Figure 1. Metal layers overlaid (run 1).
Drawn at 6 px/um. Only two layers are drawn.
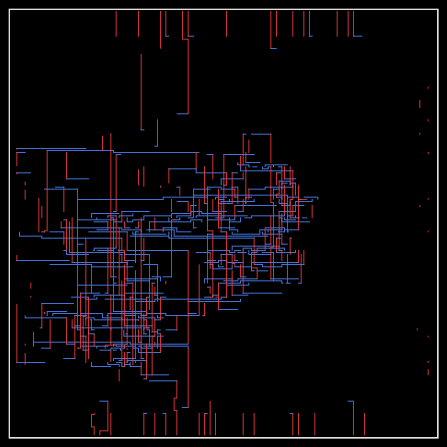
Figure 2. Where the registers sit (run 1).
Drawn at 8 px/um. Other sequential cells in the stronger grey, the rest of the logic in the fainter grey.
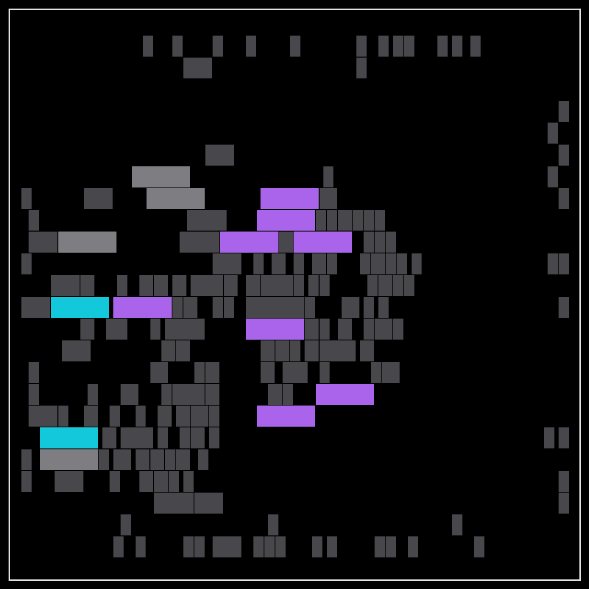
Figure 3. Cell outlines without signal wires (run 1).
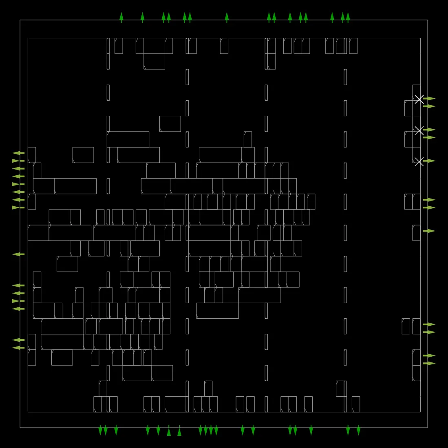
Figure 4. Placed cells, one colour a class (run 1).
Drawn at 4 px/um.
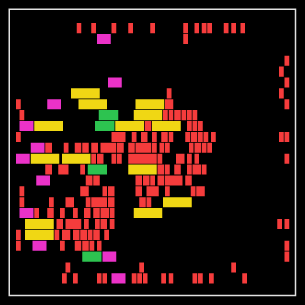
--- config.mk ---
export PLATFORM = sky130hd
export DESIGN_NAME = cmp_hyst_monitor
export DESIGN_NICKNAME = d
export VERILOG_FILES = /design/src/rtl/cmp_hyst_monitor_pkg.sv /design/src/rtl/cmp_hyst_monitor_sat_counter.sv /design/src/rtl/cmp_hyst_monitor.sv
export SDC_FILE = /design/constraint.sdc
export NUM_CORES = 1
export LEC_CHECK = 0
export ABC_AREA = 1
export CORE_UTILIZATION = 25
export CTS_BUF_LIST = sky130_fd_sc_hd__clkbuf_8
export DETAILED_ROUTE_END_ITERATION = 8
export GPL_ROUTABILITY_DRIVEN = 0
export MAX_ROUTING_LAYER = met4
export SETUP_SLACK_MARGIN = 0.2
export SYNTH_ARGS = -nofsm -noshare
export SYNTH_HDL_FRONTEND = slang
export SYNTH_HIERARCHICAL = 1
export SYNTH_SLANG_ARGS = --single-unit
export TNS_END_PERCENT = 10
--- constraint.sdc ---
create_clock -name clk -period 2.76 [get_ports clk]
set_input_delay 0.552 -clock clk [delete_from_list [all_inputs] [get_ports clk]]
set_output_delay 0.552 -clock clk [all_outputs]
set_load 0.05 [all_outputs]
--- src/rtl/cmp_hyst_monitor_pkg.sv ---
// Shared types and helpers for the comparator hysteresis monitor.
// The package is cmp_pkg: the FSM state type, the comparator flag width,
// and the one-hot legality check used to qualify samples.
package cmp_pkg;

    typedef enum logic [1:0] {
        LOW      = 2'd0,
        ARM_HIGH = 2'd1,
        HIGH     = 2'd2,
        ARM_LOW  = 2'd3
    } mon_state_t;

    localparam int CMP_FLAG_W = 3;

    // Returns 1 only when exactly one of {gt, eq, lt} is set.
    function automatic logic is_onehot3(input logic [CMP_FLAG_W-1:0] flags);
        logic ok;
        case (flags)
            3'b001:  ok = 1'b1;
            3'b010:  ok = 1'b1;
            3'b100:  ok = 1'b1;
            default: ok = 1'b0;
        endcase
        return ok;
    endfunction

endpackage

--- src/rtl/cmp_hyst_monitor_sat_counter.sv ---
// Saturating up-counter. It holds at all-ones instead of wrapping.
module sat_counter #(
    parameter int W = 16
) (
    input  logic         clk,
    input  logic         rst,
    input  logic         inc,
    output logic [W-1:0] count
);

    logic [W-1:0] count_r;

    // Count qualifying events and stop at the maximum value.
    always_ff @(posedge clk) begin
        if (rst) begin
            count_r <= {W{1'b0}};
        end else if (inc && (count_r != {W{1'b1}})) begin
            count_r <= count_r + {{(W-1){1'b0}}, 1'b1};
        end else begin
            count_r <= count_r;
        end
    end

    assign count = count_r;

endmodule

--- src/rtl/cmp_hyst_monitor.sv ---
// Debounce/hysteresis monitor for the 8-bit magnitude comparator flags.
// The alarm rises after DEBOUNCE consecutive "greater" samples and falls
// after DEBOUNCE consecutive "less" samples. "Equal" samples hold the
// current progress, which gives the hysteresis band.
// Optional build macro CMP_MON_STATS_EN enables the per-flag saturating
// statistics counters. Without it, gt_cnt/eq_cnt/lt_cnt are tied to zero.
module cmp_hyst_monitor
    import cmp_pkg::*;
#(
    parameter int DEBOUNCE = 4,
    parameter int CNT_W    = 16
) (
    input  logic             clk,
    input  logic             rst,
    input  logic             in_valid,
    input  logic             a_gt_b,
    input  logic             a_eq_b,
    input  logic             a_lt_b,
    output logic             alarm,
    output logic             rise_pulse,
    output logic             fall_pulse,
    output logic             err,
    output logic [1:0]       state,
    output logic [CNT_W-1:0] gt_cnt,
    output logic [CNT_W-1:0] eq_cnt,
    output logic [CNT_W-1:0] lt_cnt
);

    if ((DEBOUNCE < 1) || (DEBOUNCE > 255)) begin : g_bad_debounce
        $error("cmp_hyst_monitor: DEBOUNCE must be in 1..255");
    end

    localparam logic [1:0] ST_LOW      = LOW;
    localparam logic [1:0] ST_ARM_HIGH = ARM_HIGH;
    localparam logic [1:0] ST_HIGH     = HIGH;
    localparam logic [1:0] ST_ARM_LOW  = ARM_LOW;
    localparam logic [7:0] DEB8        = 8'(DEBOUNCE);

    logic [CMP_FLAG_W-1:0] flags_s;
    logic                  sample_ok_s;
    logic                  sample_bad_s;
    logic [1:0]            state_r, next_state_s;
    logic [7:0]            cnt_r, next_cnt_s, cnt_inc_s;
    logic                  next_rise_s, next_fall_s;
    logic                  alarm_r, rise_r, fall_r, err_r;

    assign flags_s      = {a_gt_b, a_eq_b, a_lt_b};
    assign sample_ok_s  = in_valid & is_onehot3(flags_s);
    assign sample_bad_s = in_valid & ~is_onehot3(flags_s);
    assign cnt_inc_s    = cnt_r + 8'd1;

    // Next-state, debounce-count and edge-pulse decision for a legal sample.
    always_comb begin
        next_state_s = state_r;
        next_cnt_s   = cnt_r;
        next_rise_s  = 1'b0;
        next_fall_s  = 1'b0;
        if (sample_ok_s) begin
            case (state_r)
                ST_LOW: begin
                    if (a_gt_b) begin
                        if (DEB8 == 8'd1) begin
                            next_state_s = ST_HIGH;
                            next_cnt_s   = 8'd0;
                            next_rise_s  = 1'b1;
                        end else begin
                            next_state_s = ST_ARM_HIGH;
                            next_cnt_s   = 8'd1;
                        end
                    end else begin
                        next_cnt_s = 8'd0;
                    end
                end
                ST_ARM_HIGH: begin
                    if (a_gt_b) begin
                        if (cnt_inc_s == DEB8) begin
                            next_state_s = ST_HIGH;
                            next_cnt_s   = 8'd0;
                            next_rise_s  = 1'b1;
                        end else begin
                            next_cnt_s = cnt_inc_s;
                        end
                    end else if (a_lt_b) begin
                        next_state_s = ST_LOW;
                        next_cnt_s   = 8'd0;
                    end else begin
                        next_cnt_s = cnt_r;
                    end
                end
                ST_HIGH: begin
                    if (a_lt_b) begin
                        if (DEB8 == 8'd1) begin
                            next_state_s = ST_LOW;
                            next_cnt_s   = 8'd0;
                            next_fall_s  = 1'b1;
                        end else begin
                            next_state_s = ST_ARM_LOW;
                            next_cnt_s   = 8'd1;
                        end
                    end else begin
                        next_cnt_s = 8'd0;
                    end
                end
                ST_ARM_LOW: begin
                    if (a_lt_b) begin
                        if (cnt_inc_s == DEB8) begin
                            next_state_s = ST_LOW;
                            next_cnt_s   = 8'd0;
                            next_fall_s  = 1'b1;
                        end else begin
                            next_cnt_s = cnt_inc_s;
                        end
                    end else if (a_gt_b) begin
                        next_state_s = ST_HIGH;
                        next_cnt_s   = 8'd0;
                    end else begin
                        next_cnt_s = cnt_r;
                    end
                end
                default: begin
                    next_state_s = ST_LOW;
                    next_cnt_s   = 8'd0;
                end
            endcase
        end else begin
            next_state_s = state_r;
            next_cnt_s   = cnt_r;
        end
    end

    // Register FSM state, debounce count, alarm level, pulses and sticky error.
    always_ff @(posedge clk) begin
        if (rst) begin
            state_r <= ST_LOW;
            cnt_r   <= 8'd0;
            alarm_r <= 1'b0;
            rise_r  <= 1'b0;
            fall_r  <= 1'b0;
            err_r   <= 1'b0;
        end else begin
            state_r <= next_state_s;
            cnt_r   <= next_cnt_s;
            alarm_r <= (next_state_s == ST_HIGH) || (next_state_s == ST_ARM_LOW);
            rise_r  <= next_rise_s;
            fall_r  <= next_fall_s;
            err_r   <= err_r | sample_bad_s;
        end
    end

    assign state      = state_r;
    assign alarm      = alarm_r;
    assign rise_pulse = rise_r;
    assign fall_pulse = fall_r;
    assign err        = err_r;

`ifdef CMP_MON_STATS_EN
    sat_counter #(.W(CNT_W)) u_gt_cnt (
        .clk   (clk),
        .rst   (rst),
        .inc   (sample_ok_s & a_gt_b),
        .count (gt_cnt)
    );
    sat_counter #(.W(CNT_W)) u_eq_cnt (
        .clk   (clk),
        .rst   (rst),
        .inc   (sample_ok_s & a_eq_b),
        .count (eq_cnt)
    );
    sat_counter #(.W(CNT_W)) u_lt_cnt (
        .clk   (clk),
        .rst   (rst),
        .inc   (sample_ok_s & a_lt_b),
        .count (lt_cnt)
    );
`else
    assign gt_cnt = {CNT_W{1'b0}};
    assign eq_cnt = {CNT_W{1'b0}};
    assign lt_cnt = {CNT_W{1'b0}};
`endif

endmodule

==> impl_metrics.env, run 1 <==
# physical design summary
export IMPL_final_common_cell="conb_1"
export IMPL_maxPowerGroup="sequential cells"
export IMPL_hold_violations=0
export IMPL_status="finished, violations left"
export IMPL_placed_cell_area_um2=1170
export IMPL_ant_nets=0
export IMPL_die_area_um2=5070
export IMPL_n_antenna_cell=0
export IMPL_fill_cells=512
export IMPL_synth_xor_area_share_pct=0.732
export IMPL_end_kind="primary output"
export IMPL_finalMaxSlewViolations=0
export IMPL_holdBufCountCts=0
export IMPL_powerClk_w=0.000204
export IMPL_cp_slowest_cell="clkdlybuf4s50_1"
export IMPL_cts_tree="done"
export IMPL_worst_path_buf_inv=1
export IMPL_dr_pass1_iters=6
export IMPL_warning_count=26
export IMPL_setup_viol=0
export IMPL_switchingPower_w=0.000263
export IMPL_top_cell="buf_4"
export IMPL_pwr_density_cell_nw_per_um2=504
export IMPL_cp_data_required_time_ns=2.21
export IMPL_setup_tns_ns=0
export IMPL_max_slew_margin_pct=66.4
export IMPL_syn_avg_cell_area_um2=6.95
export IMPL_viasPerCell=3.97
export IMPL_comb_share_pct=53.7
export IMPL_vdd_ir_drop_max_uv=292
export IMPL_busiest_layer="met2"
export IMPL_ys_seq_elements=14
export IMPL_ys_sh_aoi_pct=10.7
export IMPL_path_cells="clkdlybuf4s50_1"
export IMPL_top_area_share_pct=31.4
export IMPL_p_clk_share_pct=33.0
export IMPL_die_y_um=71.2
export IMPL_cts_post_setup_buffers_inserted=0
export IMPL_layout_top_cells="48 x conb_1, 30 x nand2_1, 18 x a21oi_1"
export IMPL_h_tree_depth=1
export IMPL_wl_met2_um=967
export IMPL_drc=6
export IMPL_violations="DRC"
export IMPL_p_leak_nw=0.543
export IMPL_n_clock_buffer=4
export IMPL_ios=60
export IMPL_cts_root_buf="clkbuf_8"
export IMPL_cts_resized_gates=0
export IMPL_ys_cells=172
export IMPL_p_int_w=0.000353
About Figure 1:
[blue] metal 1 | wire length: 940 um
[red] metal 2 | wire length: 967 um
Vias: 933
final wirelength: 2040 um
wire per inst: 8.68 um
Overall Global Routing Usage: 8.35%

About Figure 2:
[purple] cnt_r | placed flops: 8 | where: centre
[cyan] state | placed flops: 2
not coloured: 4
register area: 280 um^2
Final Util: 27.3%
register share of the cell area: 22.9%

About Figure 3:
Flops: 14
core area: 4470 um^2
Finished Layout Cells: 235

About Figure 4:
[red] combinational and other logic | cells: 154
[magenta] other buffers and delay cells | cells: 11
[green] clock drivers and dummy loads | cells: 4
[yellow] flops | cells: 14
# rows: 24
fin area: 1220 um^2

==> run 1: worst min-delay path: cells and delay by family, from the launching register on <==
family | cells | cell delay, ns
AND/OR/NAND/NOR | 1 | 0.07
flip-flops | 1 | 0.33
AND-OR/OR-AND | 1 | 0.04
==> run 1: sequential cells by signal, summed over array words and instances, names as in the netlist <==
register / cells
err: 1
rise_pulse: 1
fall_pulse: 1
alarm: 1
state: 2
cnt_r: 8
==> run 1: worst paths after layout <==
kind                 start  endpoint  slack [ns]  depth (start not counted)
setup / recovery  state[0]  state[0]        0.58                          1
hold / removal         err       err        0.48                          2
setup reg to reg  cnt_r[0]  state[0]        0.98                         12
hold reg to reg        err       err        0.48                          2
==> run 1 -> run 2 <==
==> constraint.sdc (replaced) <==
create_clock -name clk -period 1.9 [get_ports clk]
set_input_delay 0.38 -clock clk [delete_from_list [all_inputs] [get_ports clk]]
set_output_delay 0.38 -clock clk [all_outputs]
set_load 0.05 [all_outputs]
Figure 5. Where the registers sit (run 2).
Drawn at 8 px/um. Other sequential cells in the stronger grey, the rest of the logic in the fainter grey.
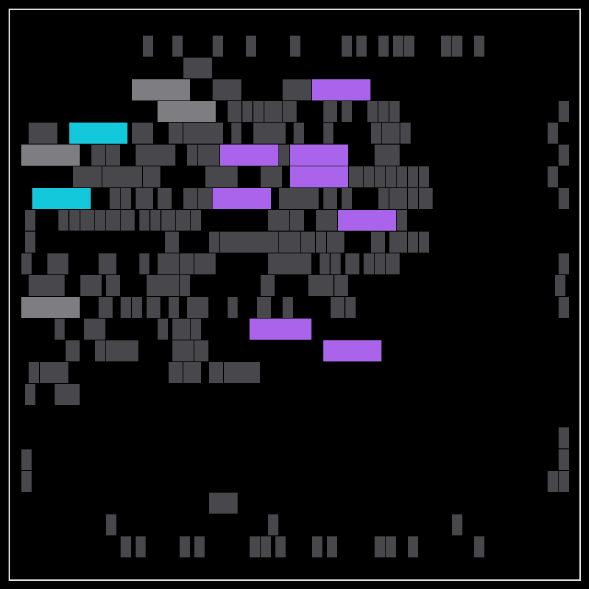
[cyan] state | placed flops: 2
[purple] cnt_r | placed flops: 8
sequential logic power: 0.000305 W
register area: 282 um^2
register share of the cell area: 21.5%
Final Util: 29.3%

==> run 2 against run 1 <==
The flow still finishes with violations (DRC). Register-to-register slack worse by 0.70 ns. Core utilization rose by 1.9 points. Sequential power is 45% higher. Power up 46%. Critical path type unchanged. Largest cell class unchanged. Largest power group is now combinational logic.
==> impl_metrics.env, run 2 <==
# physical design summary
export IMPL_core_area_um2=4470
export IMPL_viasPerCell=3.89
export IMPL_violations="DRC"
export IMPL_largest_register="cnt_r"
export IMPL_powerClk_w=0.000287
export IMPL_vdd_ir_drop_max_uv=484
export IMPL_drc=6
export IMPL_cp_data_required_time_ns=1.52
export IMPL_post_drt_wl_per_cell_um=8.54
export IMPL_cp_max_fo=1
export IMPL_instances_no_fill=245
export IMPL_ios=60
export IMPL_dr_pass1_iters=6
export IMPL_min_delay_path_depth=2
export IMPL_endpoint="alarm"
export IMPL_hold_path_class="reg -> reg"
export IMPL_cts_tree="done"
export IMPL_hold_violations=0
export IMPL_busiest_layer="met2"
export IMPL_worstHoldEndpoint="err"
export IMPL_reg2reg_to="state[0]"
export IMPL_r2r_cells=12
export IMPL_r2r_slack_ns=0.28
export IMPL_final_common_cell="conb_1"
export IMPL_max_slew_worst_pin_slew_ns=0.502
export IMPL_ys_cells=172
export IMPL_wl_um=2090
export IMPL_startpoint="alarm"
export IMPL_n_antenna_cell=0
export IMPL_common_cells="50 x buf_4, 30 x nand2_1, 18 x a21oi_1, 14 x dfxtp_1, 13 x inv_1"
export IMPL_setup_viol=0
export IMPL_cts_buffer_depth=2
export IMPL_grt_usage_pct=8.99
export IMPL_crit_arrival_ns=1.34
export IMPL_largest_reg_flops=8
export IMPL_synth_xor_area_share_pct=0.732
export IMPL_syn_avg_cell_area_um2=6.95
export IMPL_netSwitchingFraction_pct=41.8
export IMPL_worst_path_buf_inv=1
export IMPL_vias=952
export IMPL_max_slew_margin_pct=66.4
export IMPL_end_kind="primary output"
export IMPL_layout_top_cells="48 x conb_1, 28 x nand2_1, 18 x a21oi_1"
export IMPL_holdBufCountCts=0
export IMPL_top_cell="buf_4"
export IMPL_switchingPower_w=0.000378
export IMPL_worstHoldStart="err"
export IMPL_p_clk_share_pct=31.8
export IMPL_ant_nets=0
export IMPL_grt_antenna_before_repair=0
export IMPL_wl_met2_um=1040
export IMPL_crit_cells=1
export IMPL_p_int_w=0.000525
export IMPL_die_y_um=71.2
export IMPL_setup_tns_ns=0
export IMPL_status="finished, violations left"
export IMPL_warning_count=28
export IMPL_synthCells=172
export IMPL_maxPowerGroup="combinational logic"
export IMPL_cp_slowest_cell="clkdlybuf4s50_1"
export IMPL_h_tree_depth=1
export IMPL_finalMaxSlewViolations=0
export IMPL_die_area_um2=5070
export IMPL_row_count=24
export IMPL_ys_sh_aoi_pct=10.7
export IMPL_top_area_share_pct=31.4
export IMPL_ff_type="dfxtp_1"
export IMPL_r2r_start="cnt_r[0]"
export IMPL_path_cells="clkdlybuf4s50_1"
export IMPL_cts_root_buf="clkbuf_8"
export IMPL_syn_to_final_growth_pct=9.52
export IMPL_pwr_density_cell_nw_per_um2=689
export IMPL_fill_cells=507
export IMPL_top_logic_kind="buffers and inverters"
[run 2: worst min-delay path, cell delays in order, from the launching register on]
cell     delay, ns
dfxtp_1       0.33
a21oi_1       0.04
nor2_1        0.07
[run 2: metrics by stage]
stage               setup slack [ns]  area [um^2]
floorplan                      0.202         1370
global placement             -0.0634         1220
detailed placement           -0.0703         1220
CTS                            0.170         1280
global route                  0.0742         1310
finish                         0.179         1310
[run 2: area by class of cell]
type / count / share of cell area, %
inverters: 15 / 4.30
repair buffers: 21 / 14.0
flip-flops and latches: 14 / 21.5
well taps: 52 / 4.97
clock buffers: 4 / 4.20
multi-input cells: 139 / 51.0
[run 2: timing repair]
action / 4_1_cts / 5_1_grt
resized: 1 / 7
pin swaps: 0 / 3
setup buffers: 0 / 2
endpoints found under the setup margin: 8 / 16
==> run 2 -> run 3 <==
--- a/config.mk
+++ b/config.mk
@@ -6,11 +6,13 @@
 export NUM_CORES = 1
 export LEC_CHECK = 0
 export ABC_AREA = 1
-export CORE_UTILIZATION = 25
+export CORE_MARGIN = 10
+export CORE_UTILIZATION = 37
 export CTS_BUF_LIST = sky130_fd_sc_hd__clkbuf_8
 export DETAILED_ROUTE_END_ITERATION = 8
 export GPL_ROUTABILITY_DRIVEN = 0
 export MAX_ROUTING_LAYER = met4
+export PLACE_DENSITY = 0.78
 export SETUP_SLACK_MARGIN = 0.2
 export SYNTH_ARGS = -nofsm -noshare
 export SYNTH_HDL_FRONTEND = slang
==> run 3 against run 2 <==
Synthesized area did not move. Largest cell class unchanged. Clock skew rose by 0.0029 ns. Maximum frequency rose by 0.15%. Flip-flop count did not move. First-iteration DRC count rose by 66%. Power fell by 0.23%. Combinational power barely moved. The flow now finishes without violations. Clock-buffer cell count did not move.
==> impl_metrics.env, run 3 <==
# physical design summary
export IMPL_status="finished clean"
export IMPL_dr_pass1_iters=4
export IMPL_switchingPower_w=0.000377
export IMPL_warning_count=28
export IMPL_die_area_um2=5910
export IMPL_cts_root_buf="clkbuf_8"
export IMPL_hold_path_class="reg -> reg"
export IMPL_end_kind="primary output"
export IMPL_cp_max_fo=1
export IMPL_path_cells="clkdlybuf4s50_1"
export IMPL_hold_violations=0
export IMPL_p_clk_share_pct=31.4
export IMPL_placed_cell_area_um2=1190
export IMPL_setup_ws_ns=0.181
export IMPL_layout_top_cells="48 x conb_1, 28 x nand2_1, 17 x a21oi_1"
export IMPL_setup_viol=0
export IMPL_ff_type="dfxtp_1"
export IMPL_instances_no_fill=235
export IMPL_largest_reg_flops=8
export IMPL_h_tree_depth=1
export IMPL_pwr_density_cell_nw_per_um2=696
export IMPL_n_antenna_cell=0
export IMPL_cts_buffer_depth=2
export IMPL_synthCells=172
export IMPL_syn_to_final_growth_pct=8.26
export IMPL_top_area_share_pct=31.4
export IMPL_crit_cells=1
export IMPL_startpoint="rise_pulse"
export IMPL_top_logic_kind="buffers and inverters"
export IMPL_busiest_layer="met2"
export IMPL_worstHoldStart="err"
export IMPL_cp_data_required_time_ns=1.52
export IMPL_ios=60
export IMPL_syn_avg_cell_area_um2=6.95
export IMPL_endpoint="rise_pulse"
export IMPL_ys_cells=172
export IMPL_vdd_ir_drop_max_uv=523
export IMPL_netSwitchingFraction_pct=41.9
export IMPL_max_slew_margin_pct=66.7
export IMPL_r2r_slack_ns=0.28
export IMPL_p_int_w=0.000524
export IMPL_powerClk_w=0.000283
export IMPL_drc=0
export IMPL_setup_tns_ns=0
export IMPL_reg2reg_to="state[0]"
export IMPL_cp_slowest_cell="clkdlybuf4s50_1"
export IMPL_place_ws_ns=-0.0468
export IMPL_grt_antenna_before_repair=0
export IMPL_row_count=20
export IMPL_seq_power_w=0.000306
export IMPL_fill_cells=335
export IMPL_ant_nets=0
export IMPL_worstHoldEndpoint="err"
==> run 3: netlist changes by cell type in the layout (fill, tap and decap cells not counted), sizes merged <==
cell	change
buf	-1
clkdlybuf4s50	-1
==> run 3: metal layers <==
| metal | wire [um] | vias to the layer above |
|---|---|---|
| li1 | - | 491 |
| met5 | 0 | - |
| met1 | 1080 | 419 |
| met2 | 1250 | 39 |
| met3 | 170 | 2 |
| met4 | 17 | 0 |
==> run 3: final cells by class <==
class | instances | area, um^2 | area share [%]
Sequential cell | 14 | 282 | 21.7
Multi-Input combinational cell | 139 | 681 | 52.6
Inverter | 15 | 56.3 | 4.35
Clock buffer | 4 | 55.1 | 4.25
Tap cell | 44 | 55.1 | 4.25
Timing Repair Buffer | 19 | 166 | 12.9
Figure 6. Metal layers overlaid (run 3).
Drawn at 4 px/um. Only two layers are drawn.
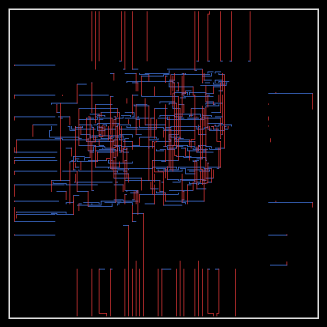
[blue] metal 1 | wire length: 1080 um
[red] metal 2 | wire length: 1250 um
Vias: 951
Overall Global Routing Usage: 8.22%
wire per inst: 10.7 um
final wirelength: 2510 um

Power figures rest on the tool's default switching activity, not on a simulated workload.
